==> run_1/final_placement.png <==
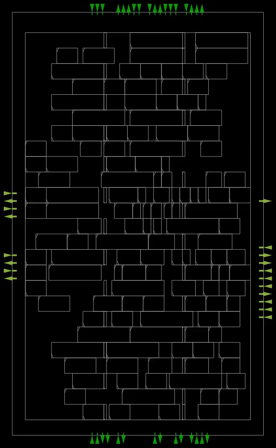
==> run_1/wire_density.png <==
Drawn at 6 px/um. 9 x 15 tiles, from dark purple (low) to yellow (high), scaled to the fullest tile. Values are wire area over tile area, all layers added.
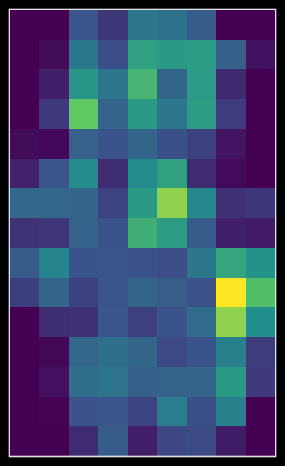
==> run_1/registers.png <==
Drawn at 6 px/um. Other sequential cells in the stronger grey, the rest of the logic in the fainter grey.
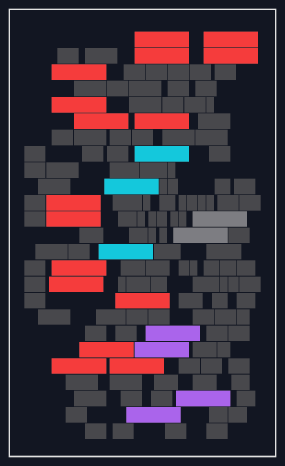
==> config.mk <==
export PLATFORM = sky130hd
export DESIGN_NAME = cond_branch_unit
export DESIGN_NICKNAME = d
export VERILOG_FILES = /design/src/rtl/simple_pkg.sv /design/src/rtl/branch_cond_eval.sv /design/src/rtl/cond_branch_unit.sv
export SDC_FILE = /design/constraint.sdc
export NUM_CORES = 1
export LEC_CHECK = 0
export CAP_MARGIN = 25
export CORE_ASPECT_RATIO = 1.75
export CORE_MARGIN = 2
export CORE_UTILIZATION = 41
export DETAILED_ROUTE_END_ITERATION = 10
export GPL_TIMING_DRIVEN = 0
export MAX_ROUTING_LAYER = met4
export PLACE_DENSITY = 0.81
export RECOVER_POWER = 100
export SLEW_MARGIN = 20
export SYNTH_ARGS = -nofsm -noshare
export SYNTH_HDL_FRONTEND = slang
export SYNTH_SLANG_ARGS = --single-unit
==> constraint.sdc <==
create_clock -name clk_i -period 2 [get_ports clk_i]
set_input_delay 0.4 -clock clk_i [delete_from_list [all_inputs] [get_ports clk_i]]
set_output_delay 0.4 -clock clk_i [all_outputs]
set_load 0.02 [all_outputs]
==> impl_metrics.ini, run 1 <==
; implementation run metrics
[synth]
ys.flop_type = dfrtp_1
synth_adder_area_share_pct = 2.16
ys_cells = 82
synth-simple-area-share_pct = 6.27
ys_warn_count = 0
top_logic_kind = multiplexers
edf_count = 0
synth_area_um2 = 1160
synth.top_cell.area_share_pct = 54.1
xor_share_pct = 1.51
top_area_cell = dfrtp_1
yosysUniqueCellTypes = 24

[placed_design]
hpwl_um = 2050
dp_cells = 160
gp_congestion = 0.705

[sta]
worstMarginPinSlew_ns = 0.750
holdWs_ns = 0.478
setup_viol = 0
setup_ws_ns = 0.0595
hold_viol = 0
finalMaxSlewViolations = 0
totalNegativeSetupSlack_ns = 0

[power_and_ir_drop]
share_comb_of_total_power_pct = 51.1
seqPwrFrac_pct = 36.8
power_uw = 2400
intPower_uw = 1550
p_sw_share_pct = 35.4

[critical_path]
crit_cells = 8
endpoint_kind = register
cp_num_buf_inv = 3
crit_path_cell_trace = clkdlybuf4s50_1 -> xor2_1 -> o211ai_1 -> a41oi_2 -> o211ai_2 -> buf_6 -> buf_4 -> a31o_1
cpPeakStageDelay_ns = 0.50
path_class = input pin to register
cp_top_family = buffers and inverters

[final_layout]
area_growth_pct = 52.3
buffers_excl_clock = 57
ff_count = 25
fillCellCount = 207
comb_area_um2 = 483

[clocking]
cts_tree = built
ctsLongestPathBuffers = 2
cts_inserted_buffers = 3
worst_skew_pair.late_latency_ns = 0.26

[detailed_routing]
wl_met1_um = 884
finalWirelength_um = 2550

[grt]
grt_pass1_wl_um = 4160
grt_max_degree = 15

[outcome]
status = complete, no violations
## Picture notes: final_placement.png
Core Area: 2690 um2
post-route insts no fill: 167
flop share of the area: 35.5%

## Picture notes: wire_density.png
tiles over half the peak: 15%
emptiest ninth of the die: south-west
mean over tiles: 0.12
nearly empty tiles: 16%
via count: 841
WL/cell: 15.3 um
Total Routing Usage GR: 17.6%

## Picture notes: registers.png
legend:
  cyan:
    netlist_name: cnt_q
    flops: 3
  purple:
    netlist_name: flags_out_o
    flops: 4
    where: south
  red:
    netlist_name: br_pc_o
    flops: 16
seq pwr: 882 uW
register area: 626 um2
final core occ: 65.5%

==> run_1/pdn.png <==
Drawn at 8 px/um. Pins as bars on the die edge.
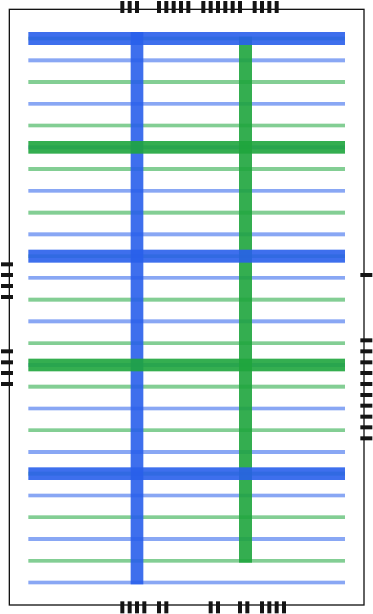

==> run 1 -> run 2 <==
--- a/config.mk
+++ b/config.mk
@@ -8,11 +8,11 @@
 export CAP_MARGIN = 25
 export CORE_ASPECT_RATIO = 1.75
 export CORE_MARGIN = 2
-export CORE_UTILIZATION = 41
+export CORE_UTILIZATION = 40
 export DETAILED_ROUTE_END_ITERATION = 10
 export GPL_TIMING_DRIVEN = 0
 export MAX_ROUTING_LAYER = met4
-export PLACE_DENSITY = 0.81
+export PLACE_DENSITY = 0.79
 export RECOVER_POWER = 100
 export SLEW_MARGIN = 20
 export SYNTH_ARGS = -nofsm -noshare
==> run_2/pdn.png <==
Drawn at 8 px/um. Pins as bars on the die edge.
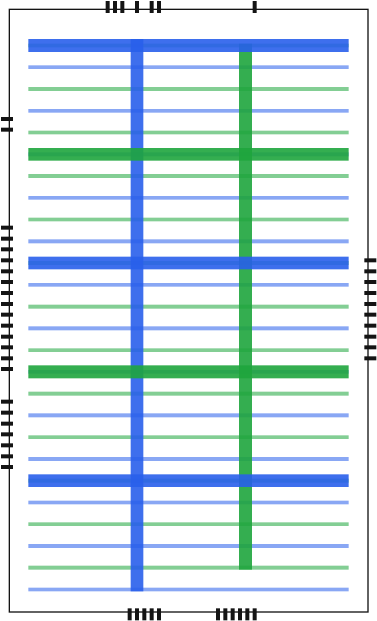
legend:
  blue:
    net: VSS
  green:
    net: VDD
signal pins: 51
met1 rails: 26
met4 straps: 2
met5 straps: 5
rows: 25
Die Ht: 75.2 um
worst vdd ir: 862 uV
die extent in x: 44.7 um

==> run_2/final_placement.png <==
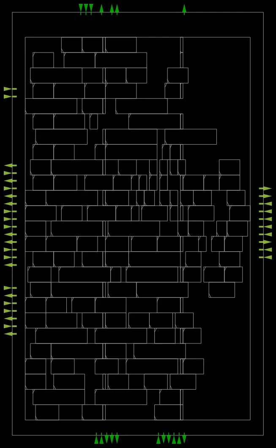
# fillers: 212
registers: 25
Core Area: 2720 um2
final core occ: 64.0%
flop share of the area: 35.9%

==> run 2 against run 1 <==
  * Power fell by 2.4%
  * Cell count did not move
  * Combinational power fell by 3%
  * Worst hold slack got worse by 0.044 ns
  * Register-to-register slack barely moved
  * Synthesized cell count did not move
  * Utilization fell by 1.5 points
  * Largest cell class unchanged
  * Area after synthesis did not move
  * Critical path type is now register to output port
  * Maximum frequency rose by 4.5%
==> impl_metrics.ini, run 2 <==
; implementation run metrics
[final_layout]
layout-drive-gt1-share_pct = 18.6
final-instance-count-excl-fill = 167
comb_area_um2 = 457
n_all_inverters = 5
seq_area_um2 = 626
final_nets = 171

[synth]
edf_count = 0
top_area_cell = dfrtp_1
ys_warn_count = 0
synth_seq_share_pct = 54.1
ys.flop_type = dfrtp_1
ys_cells = 82
top_logic_kind = multiplexers
synth.top_cell.area_share_pct = 54.1
yosysUniqueCellTypes = 24
synth_area_um2 = 1160
synthAoiAreaFrac_pct = 6.59
synth-simple-area-share_pct = 6.27
synth_adder_area_share_pct = 2.16
xor_share_pct = 1.51

[power_and_ir_drop]
p_sw_share_pct = 35.8
leakagePower_uw = 0.000838
seqPwrFrac_pct = 37.7
switching_power_uw = 837
intPower_uw = 1500
power_uw = 2340
share_comb_of_total_power_pct = 50.3
p_seq_uw = 883

[clocking]
cts_inserted_buffers = 3
ctsLongestPathBuffers = 2
cts_tree = built
worst_skew_pair.late_latency_ns = 0.26
cts-resized-gates = 6

[critical_path]
crit_path_cell_trace = clkbuf_4 -> clkdlybuf4s50_1
cpPeakStageDelay_ns = 0.59
endpoint_kind = output port
crit_cells = 2
crit_slowest_cell = clkdlybuf4s50_1
path_class = register to output port
r2r_cells = 6
cp_top_family = buffers and inverters
cp_num_buf_inv = 2

[sta]
hold_viol = 0
holdWs_ns = 0.434
finalMaxSlewViolations = 0
totalNegativeSetupSlack_ns = 0
post-route-period-util_pct = 92.9
relSlewSlack_pct = 47.3
worstMarginPinSlew_ns = 0.790
setup_viol = 0

[grt]
grt_use_total_pct = 17.2
grt_pass1_vias = 1008
grtUsageMet1_pct = 16.9
grt_pass1_wl_um = 4080
met2_usage_pct = 32.2
grt_max_degree = 16

[detailed_routing]
drc_errors = 0
wl_met1_um = 856
finalWirelength_um = 2520
vias = 854
routedWlPerCell_um = 15.1

[placed_design]
placed_area_um2 = 1710
hpwl_um = 1940
gp_congestion = 0.708
portBuffers = 50
dp_cells = 160
pre_cts_slack_ns = -0.367

[floorplan]
ioPinCount = 51
n_tap_cell = 27

[outcome]
status = complete, no violations
==> run_2/drive_strength.png <==
Drawn at 4 px/um.
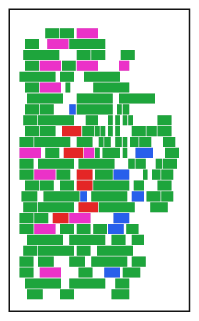
legend:
  green:
    size: drive 1 or less
    cells: 114
    share: 81%
    most_used: dfrtp_1
  red:
    size: drive 6 and up
    cells: 6
    share: 4.3%
  magenta:
    size: drive 3 to 4
    cells: 12
    share: 8.6%
    most_used: mux2_4
  blue:
    size: drive 2
    cells: 8
    share: 5.7%
    most_used: mux2_2
P&R area growth vs syn: 50.6%
Non-Clock Buffer Count: 57
worst setup margin: 0.143 ns
Final Cell Area: 1740 um2

Power and IR drop assume default switching activity.
